[config.mk]
export PLATFORM = sky130hd
export DESIGN_NAME = npc_unit
export DESIGN_NICKNAME = d
export VERILOG_FILES = /design/src/rtl/npc_unit.sv
export SDC_FILE = /design/constraint.sdc
export NUM_CORES = 1
export LEC_CHECK = 0
export CORE_UTILIZATION = 35
export DETAILED_ROUTE_END_ITERATION = 10
export GPL_TIMING_DRIVEN = 0
export PLACE_DENSITY = 0.67
export SLEW_MARGIN = 20
export SYNTH_ARGS = -nofsm -noshare
export SYNTH_HDL_FRONTEND = slang
export SYNTH_SLANG_ARGS = --single-unit
export TNS_END_PERCENT = 1
[constraint.sdc]
create_clock -name clk -period 5.5 [get_ports clk]
set_input_delay 1.1 -clock clk [delete_from_list [all_inputs] [get_ports clk]]
set_output_delay 1.1 -clock clk [all_outputs]
set_load 0.01 [all_outputs]
[src/rtl/npc_unit.sv]
// npc_unit: owns the fetch PC, resolves D-stage branches/jumps/eret,
// handles exception redirect and stall hold, and flags delay slots and
// fetch address errors for the CP0 exception path.
module npc_unit #(
  parameter logic [31:0] RESET_PC   = 32'h0000_3000,
  parameter logic [31:0] HANDLER_PC = 32'h0000_4180,
  parameter logic [31:0] IM_BASE    = 32'h0000_3000,
  parameter int unsigned IM_WORDS   = 4096
) (
  input  logic        clk,
  input  logic        reset,
  input  logic        stall,
  input  logic        exc_req,
  input  logic [31:0] epc,
  input  logic        d_valid,
  input  logic [31:0] d_pc,
  input  logic [2:0]  d_br_op,
  input  logic        d_j,
  input  logic        d_jr,
  input  logic        d_eret,
  input  logic [15:0] d_imm16,
  input  logic [25:0] d_imm26,
  input  logic [31:0] d_rs,
  input  logic [31:0] d_rt,
  output logic [31:0] f_pc,
  output logic        f_bd,
  output logic        f_adel,
  output logic        f_flush,
  output logic        d_taken,
  output logic [31:0] link_addr
);

  // One past the last legal fetch byte; 33 bits so a range ending at 4 GiB
  // does not wrap to zero.
  localparam logic [32:0] IM_END = {1'b0, IM_BASE} + (33'(IM_WORDS) << 2);

  typedef enum logic [2:0] {
    BR_NONE = 3'd0,
    BR_BEQ  = 3'd1,
    BR_BNE  = 3'd2,
    BR_BLEZ = 3'd3,
    BR_BGTZ = 3'd4,
    BR_BLTZ = 3'd5,
    BR_BGEZ = 3'd6,
    BR_RSVD = 3'd7
  } br_op_t;

  logic [31:0] pc4;
  logic [31:0] br_target;
  logic [31:0] j_target;
  logic        br_cond;
  logic        is_branch;
  logic        is_xfer;
  logic        eret_v;
  logic [31:0] pc_next;
  logic        bd_next;

  assign pc4       = d_pc + 32'd4;
  assign br_target = pc4 + {{14{d_imm16[15]}}, d_imm16, 2'b00};
  assign j_target  = {pc4[31:28], d_imm26, 2'b00};
  assign link_addr = d_pc + 32'd8;

  // Evaluate the branch condition with signed compares on forwarded values.
  always_comb begin
    br_cond   = 1'b0;
    is_branch = 1'b0;
    case (br_op_t'(d_br_op))
      BR_BEQ:  begin is_branch = 1'b1; br_cond = (d_rs == d_rt); end
      BR_BNE:  begin is_branch = 1'b1; br_cond = (d_rs != d_rt); end
      BR_BLEZ: begin is_branch = 1'b1; br_cond = ($signed(d_rs) <= 0); end
      BR_BGTZ: begin is_branch = 1'b1; br_cond = ($signed(d_rs) > 0); end
      BR_BLTZ: begin is_branch = 1'b1; br_cond = ($signed(d_rs) < 0); end
      BR_BGEZ: begin is_branch = 1'b1; br_cond = ($signed(d_rs) >= 0); end
      default: begin is_branch = 1'b0; br_cond = 1'b0; end
    endcase
  end

  assign d_taken = d_valid & is_branch & br_cond;
  assign is_xfer = d_valid & (is_branch | d_j | d_jr);
  assign eret_v  = d_valid & d_eret;
  assign f_flush = eret_v & ~stall & ~exc_req;
  assign f_adel  = (f_pc[1:0] != 2'b00) | (f_pc < IM_BASE) |
                   ({1'b0, f_pc} >= IM_END);

  // Pick the next fetch PC and delay-slot flag in priority order.
  always_comb begin
    pc_next = f_pc + 32'd4;
    bd_next = 1'b0;
    if (exc_req) begin
      pc_next = HANDLER_PC;
      bd_next = 1'b0;
    end else if (stall) begin
      pc_next = f_pc;
      bd_next = f_bd;
    end else if (eret_v) begin
      pc_next = epc;
      bd_next = 1'b0;
    end else begin
      bd_next = is_xfer;
      if (d_taken) begin
        pc_next = br_target;
      end else if (d_valid & d_jr) begin
        pc_next = d_rs;
      end else if (d_valid & d_j) begin
        pc_next = j_target;
      end else begin
        pc_next = f_pc + 32'd4;
      end
    end
  end

  // PC and delay-slot registers; reset overrides everything.
  always_ff @(posedge clk) begin
    if (reset) begin
      f_pc <= RESET_PC;
      f_bd <= 1'b0;
    end else begin
      f_pc <= pc_next;
      f_bd <= bd_next;
    end
  end

endmodule

==> results.py, run 1 <==
# Synthesis and PnR figures
metrics = {
    "route": {
        "firstDrtPassIters": 5,
        "wl_per_cell_um": 19.5,
        "vias": 7601,
        "vias_per_cell": 5.67,
        "ant_nets": 0,
        "drc_errors": 0,
        "drt_iter0_markers": 477,
    },
    "timing": {
        "fin_tns_setup_ps": 0,
        "fin_ws_ps": 99.9,
        "period_needed_ps": 5400,
        "slew_headroom": 0.535,
        "holdWs_ps": 501,
        "clock.fmax_mhz": 185,
        "grt_setup_unrepaired": "no",
        "drv_slew": 0,
        "finalCritPeriodShare": 0.982,
        "hold_viol": 0,
    },
    "placement": {
        "hpwl_um": 21600,
        "pre_cts_slack_ps": -177,
        "numPortBuffers": 240,
        "placed_area_sq_um": 8820,
        "placed_cells": 1332,
    },
    "clocking": {
        "cts_tree": "yes",
        "cts_buffers": 5,
        "path_clk_slew_ps": 50,
        "clock_latency_ps": 290,
        "cts_root_buf": "clkbuf_16",
        "cts_htree_levels": 2,
        "post_cts_buffers": 0,
        "cts.sinks": 33,
        "ctsLongestPathBuffers": 2,
    },
    "synth": {
        "logic_family": "AND-OR/OR-AND gates",
        "ys_sh_adder": 0.0747,
        "ys_sh_xor": 0.201,
        "yosys_area_sq_um": 6130,
        "syn_area_sq_um": 6130,
        "yosys_warnings": 0,
        "yosys_cells": 867,
        "simple_gate_area_frac": 0.276,
        "syn_nets": 1084,
        "postSynthCellCount": 867,
        "synth_cell_type_count": 77,
        "ys.flop_type": "dfxtp_1",
        "ys.flops": 33,
        "postSynth.asyncResetShare": 0,
        "yosysSeqAreaShare": 0.108,
        "muxShareOfSynthArea": 0.00326,
    },
    "pwr": {
        "p_leak_nw": 3.34,
        "power_mw": 1.27,
        "p_per_area_nw_per_um2": 141,
    },
    "cells_and_area": {
        "fin_area_sq_um": 8980,
        "layout_top_cell": "clkdlybuf4s50_1",
        "layout-drive-gt1-share": 0.0466,
        "n_antenna_cell": 0,
        "lay_top_cells": "clkdlybuf4s50_1, xnor2_1, nand2_1",
        "areaGrowthSynthToFinish_pct": 46.5,
        "final_cells": 1340,
    },
    "grt": {
        "grt_pass1_vias": 7130,
        "antenna_found_initial": 0,
        "grt_pass1_wl_um": 39400,
        "grt_use_total": 0.282,
        "gr-total-overflow": 0,
    },
    "worst_setup_path": {
        "crit_type": "in -> out",
        "worst_setup_path_start_kind": "input port",
        "cp_max_fo": 10,
        "cp.arrival_ps": 4300,
        "end_kind": "output port",
        "critPathRequiredTime_ps": 4400,
    },
    "floorplanning": {
        "die_area_sq_um": 18100,
        "fp.coreArea_sq_um": 17200,
        "die_w_um": 134,
        "die_h_um": 134,
        "io_pins": 249,
        "num_rows": 48,
    },
    "job": {
        "maxCapViolCount": 0,
    },
    "run_status": {
        "status": "finished clean",
    },
    "min_path": {
        "hp-class": "reg -> reg",
    },
}
==> run 1: cell families (layout without fill, tap and decap cells) <==
logic type                 count (synthesis)  after routing
DFF                                       33             33
xor gates and xnor gates                 138            138
and+or+nand+nor                          318            318
AOI/OAI and AO/OA                        269            269
adders and majority gates                 36             36
buffers and inverters                     71            319
muxes                                      2              2
==> run 1: final cells by class <==
class	instances	area, sq um
repair buffers	240	2400
clock buffers	8	136
well taps	225	282
inverters	20	75.1
plain buffers	51	238
multi-input cells	763	5190
flip-flops and latches	33	661
fillers	1777	8190
==> run 1: layer usage <==
| metal | track usage | part of all wire | vias up |
|---|---|---|---|
| met2 | 0.501 | 0.48 | 335 |
| met5 | 0 | 0 | - |
| met1 | 0.348 | 0.42 | 3492 |
| met4 | 0.0936 | 0.026 | 0 |
| met3 | 0.0374 | 0.073 | 40 |
| li1 | - | - | 3734 |
==> run 1: sequential cells by signal (all words and copies together) (netlist names) <==
name  count
f_bd      1
f_pc     32
==> run 1: synthesized netlist by cell type, types with 3 or more instances <==
cell	instances	area (sq um)
xnor2_1	84	736
nand2_1	78	293
a21oi_1	77	385
nor2_1	61	229
xor2_1	52	455
o21ai_0	50	250
nand3_1	36	180
ha_1	35	438
dfxtp_1	33	661
nand4_1	32	200
a211oi_1	31	233
clkbuf_1	31	116
and3_1	24	150
nor3_1	21	105
inv_1	20	75.1
nor4_1	16	100
a21o_1	15	113
a211o_1	12	105
o21ai_1	12	60.1
buf_2	10	50.1
or3_1	10	62.6
a31oi_1	7	43.8
and4_1	7	61.3
o22ai_1	7	43.8
and2_1	6	37.5
o211ai_1	6	45.0
o21bai_1	6	45.0
buf_4	5	37.5
o31ai_1	5	37.5
a221oi_1	4	35.0
nor4b_1	4	35.0
a2111oi_0	3	26.3
a2111oi_1	3	30.0
a311oi_1	3	26.3
a31o_1	3	26.3
buf_1	3	11.3
nor2b_1	3	18.8
o21a_1	3	22.5
or2_2	3	18.8
==> run 1: path summary, 6_finish.rpt <==
path	start	end	slack [ps]	cells after the start
worst min-delay path	f_bd$_SDFFE_PP0N_	f_bd$_SDFFE_PP0N_	500	2
worst max register to register	f_pc[3]$_SDFFE_PP0N_	f_pc[26]$_SDFFE_PP0N_	2830	9
worst min register to register	f_bd$_SDFFE_PP0N_	f_bd$_SDFFE_PP0N_	500	2
worst max-delay path	d_rs[26]	d_taken	100	11
==> run 1: worst max-delay path, cell delays in order <==
cell             delay, ps
clkdlybuf4s50_1        490
xnor2_1                300
nand4_1                140
nor4_1                 540
a22oi_1                140
o211ai_1               190
o211a_2                220
buf_6                  160
buf_6                  160
buf_2                  270
clkdlybuf4s50_1        580
==> run 1: where the power goes <==
| part | internal (mW) | switching, mW |
|---|---|---|
| registers | 0.252 | 0.0270 |
| logic | 0.348 | 0.362 |
| clock network | 0.169 | 0.110 |
| total | 0.769 | 0.499 |
==> run 1: what timing repair did <==
| action | CTS | global route |
|---|---|---|
| hold buffers | 0 | 0 |
| resized | 0 | 6 |
| endpoints found under the setup margin | 0 | 3 |
==> run_1/drive_strength.png <==
Bar = 50 um.
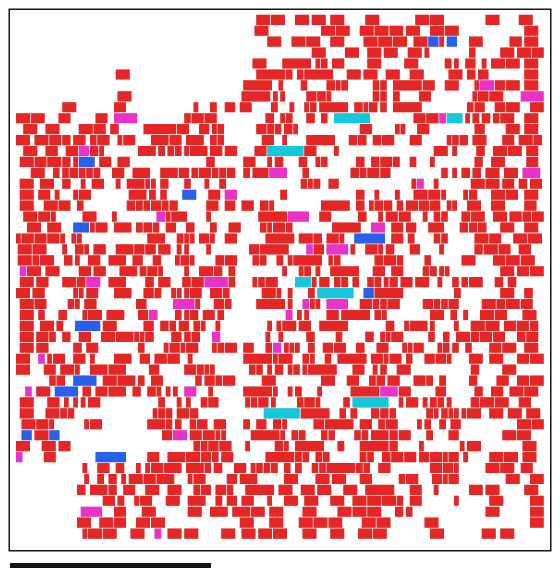
Magenta shows drive 2, cells 32. Blue shows drive 3 to 4, cells 13. Cyan shows drive 6 and up, cells 7. Red shows drive 1 or less, cells 1063.

==> run_1/cell_classes.png <==
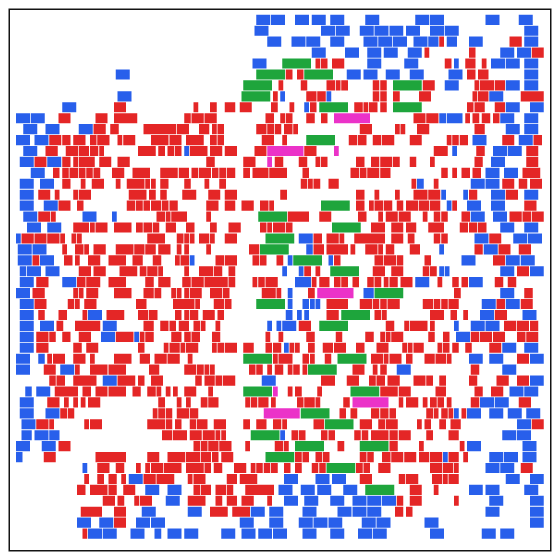
Magenta shows clock drivers and dummy loads, cells 8, share of their area 1.6%. Red shows all other logic, cells 783, share of their area 61%. Green shows flip-flops, cells 33, share of their area 7.6%. Blue shows other buffers and delay cells, cells 291, share of their area 30%.

==> run_1/clock_map.png <==
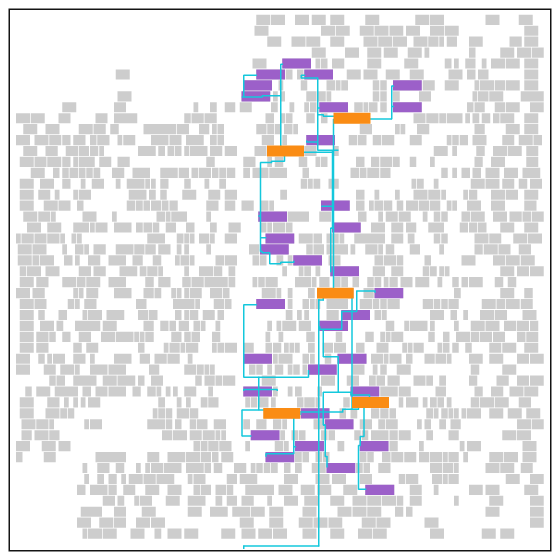
Orange shows cells driving clock nets, count 5. Purple shows flip-flops, count 33. Cyan shows clock wires, length 594 um.
Position of the flops: a column down the middle. There are 6 routed clock nets.

==> run_1/final_clocks.png <==
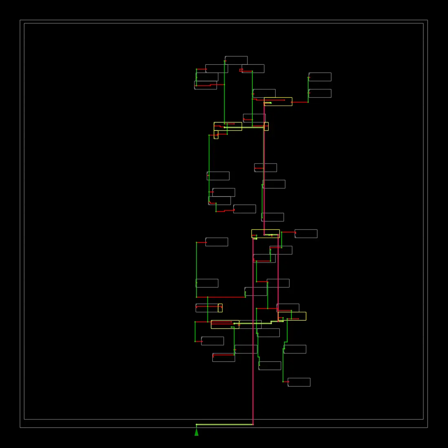

==> inputs of run 2 (changes only) <==
--- a/config.mk
+++ b/config.mk
@@ -8,7 +8,7 @@
 export CORE_UTILIZATION = 35
 export DETAILED_ROUTE_END_ITERATION = 10
 export GPL_TIMING_DRIVEN = 0
-export PLACE_DENSITY = 0.67
+export PLACE_DENSITY_LB_ADDON = 0.25
 export SLEW_MARGIN = 20
 export SYNTH_ARGS = -nofsm -noshare
 export SYNTH_HDL_FRONTEND = slang
==> run_2/final_clocks.png <==
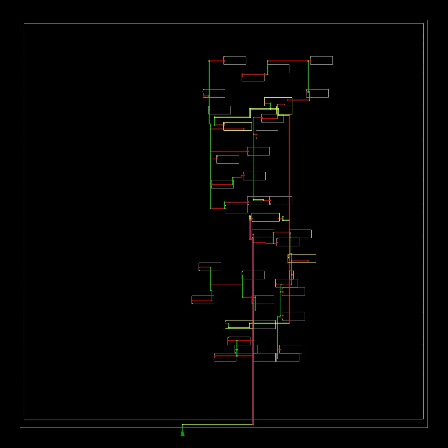
clock buffer count: 7
clk_skew: 2.78 ps
CTS buffer count: 5
# clock sinks: 33

==> run 2 against run 1 <==
Against the previous run:
- sequential cell count stayed put
- clock skew is 0.55 ps lower
- power is 1.0% higher
- first-iteration DRC count is 38% higher
- fmax is 0.96% higher
- critical path depth stayed put
- sequential power hardly changed
- clock power is 4% higher
- critical path type unchanged
- critical endpoint unchanged
- largest cell class unchanged
- highest routed layer unchanged
==> results.py, run 2 <==
# Synthesis and PnR figures
metrics = {
    "run_status": {
        "status": "finished clean",
    },
    "pwr": {
        "p_leak_nw": 3.34,
        "p_per_area_nw_per_um2": 143,
    },
    "worst_setup_path": {
        "crit_path_end": "d_taken",
        "critPathRequiredTime_ps": 4400,
        "reg2reg_to": "f_pc[25]$_SDFFE_PP0N_",
        "critical_path.max_stage_delay_ps": 590,
        "rrSetupSlack_ps": 2760,
        "worst_setup_path_start_kind": "input port",
        "cp.arrival_ps": 4250,
        "critical-path-slowest-cell": "clkdlybuf4s50_1",
        "path_depth": 11,
        "crit_type": "in -> out",
    },
    "clocking": {
        "cts_hold_buffers": 0,
        "post_cts_buffers": 0,
        "cts_htree_levels": 2,
        "path_clk_slew_ps": 50,
        "cts_root_buf": "clkbuf_16",
        "clock_latency_ps": 290,
    },
    "floorplanning": {
        "num_rows": 48,
        "io_pins": 249,
    },
    "timing": {
        "finalCritPeriodShare": 0.973,
        "grt_setup_unrepaired": "no",
        "clock.fmax_mhz": 187,
        "slew_headroom": 0.518,
        "period_needed_ps": 5350,
    },
    "grt": {
        "grt_pass1_vias": 7212,
        "gr-total-overflow": 0,
        "grt_pass1_wl_um": 39400,
        "grt_use_total": 0.281,
    },
    "synth": {
        "syn_area_sq_um": 6130,
        "synth_cell_type_count": 77,
        "common_cells": "xnor2_1, nand2_1, a21oi_1",
        "ys.flops": 33,
        "top_cells_by_area": "xnor2_1, dfxtp_1, xor2_1, ha_1, a21oi_1",
        "logic_family": "AND-OR/OR-AND gates",
        "postSynthCellCount": 867,
        "yosys_area_sq_um": 6130,
        "syn_nets": 1084,
        "yosys_cells": 867,
        "ys_sh_xor": 0.201,
        "postSynth.asyncResetShare": 0,
        "ys_sh_adder": 0.0747,
    },
    "route": {
        "wl_per_cell_um": 19.5,
        "firstDrtPassIters": 7,
        "wl_met1_um": 11000,
        "vias_per_cell": 5.74,
        "drc_errors": 0,
    },
    "placement": {
        "hpwl_um": 21300,
        "numPortBuffers": 240,
    },
    "cells_and_area": {
        "layout_top_cell": "clkdlybuf4s50_1",
        "largest_reg_flops": 32,
        "fin_area_sq_um": 8980,
        "reg.largest.list": "f_pc (32), f_bd (1)",
        "areaGrowthSynthToFinish_pct": 46.5,
    },
    "job": {
        "maxCapViolCount": 0,
    },
}
==> run_2/port_nets.png <==
Bar = 50 um.
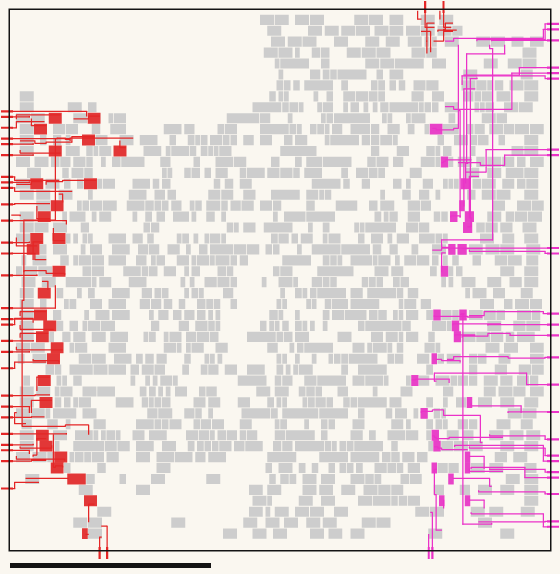
Red shows `link_addr`, bits 32, direction output, edge 28 left, 2 top, 2 bottom, end cells 29, buffers 38, wire 680 um. Magenta shows `d_imm26`, bits 26, direction input, edge 24 right, 2 bottom, end cells 26, buffers 26, wire 1050 um.

-- run 2: cell families after synthesis --
| logic type | count (synthesis) |
|---|---|
| AOI/OAI and AO/OA | 269 |
| xor gates and xnor gates | 138 |
| adders and majority gates | 36 |
| buffers and inverters | 71 |
| DFF | 33 |
| muxes | 2 |
| and+or+nand+nor | 318 |
-- run 2: layer usage --
metal	global-route usage	vias up
met5	0	-
met4	0.123	0
met3	0.0404	53
met2	0.480	410
met1	0.350	3494
li1	-	3725
-- run 2: what timing repair did --
action                                  CTS  global route
endpoints found under the hold margin     0             0
resized                                   0             5
endpoints found under the setup margin    0             3
-- run 2: layout make-up --
cell class / count / area [sq um] / area share
inverters: 20 / 75.1 / 0.00836
clock buffers: 7 / 143 / 0.0159
repair buffers: 240 / 2400 / 0.267
flip-flops and latches: 33 / 661 / 0.0735
plain buffers: 51 / 238 / 0.0265
multi-input cells: 763 / 5180 / 0.577
well taps: 225 / 282 / 0.0313
-- run 2: stage by stage --
stage               utilization  TNS [ps]  setup slack (ps)  hold WS (ps)
floorplan                     -         0              1080           530
global placement          0.513     -27.9             -27.9           500
detailed placement        0.513      -119             -98.5           505
CTS                       0.522         0              75.6           517
global route              0.523         0              7.17           560
finish                    0.523         0               151           508
-- run 2: worst min path at each step --
stage,startpoint,endpoint,slack [ps],cells after the start
detailed placement,f_bd$_SDFFE_PP0N_,f_bd$_SDFFE_PP0N_,510,2
floorplan,f_pc[11]$_SDFFE_PP0N_,f_pc[11]$_SDFFE_PP0N_,530,2
global route,f_bd$_SDFFE_PP0N_,f_bd$_SDFFE_PP0N_,560,2
finish,f_bd$_SDFFE_PP0N_,f_bd$_SDFFE_PP0N_,510,2
global placement,f_bd$_SDFFE_PP0N_,f_bd$_SDFFE_PP0N_,500,2
CTS,f_bd$_SDFFE_PP0N_,f_bd$_SDFFE_PP0N_,520,2
-- run 2: worst register-to-register path, cell delays in order (launching register included) --
cell,delay [ps]
dfxtp_1,490
and4_1,370
nand3_1,250
nor4_1,560
xnor2_1,180
a21oi_1,80
a21oi_1,160
nor2_1,90
a2111oi_2,310
nor3_1,110
-- run 2: power breakdown --
| group | switching (mW) | leakage (nW) | internal [mW] | total [mW] |
|---|---|---|---|---|
| clock network | 0.111 | 0.0700 | 0.178 | 0.289 |
| logic | 0.365 | 3.00 | 0.347 | 0.713 |
| registers | 0.0272 | 0.271 | 0.252 | 0.280 |
Power and IR drop assume default switching activity.
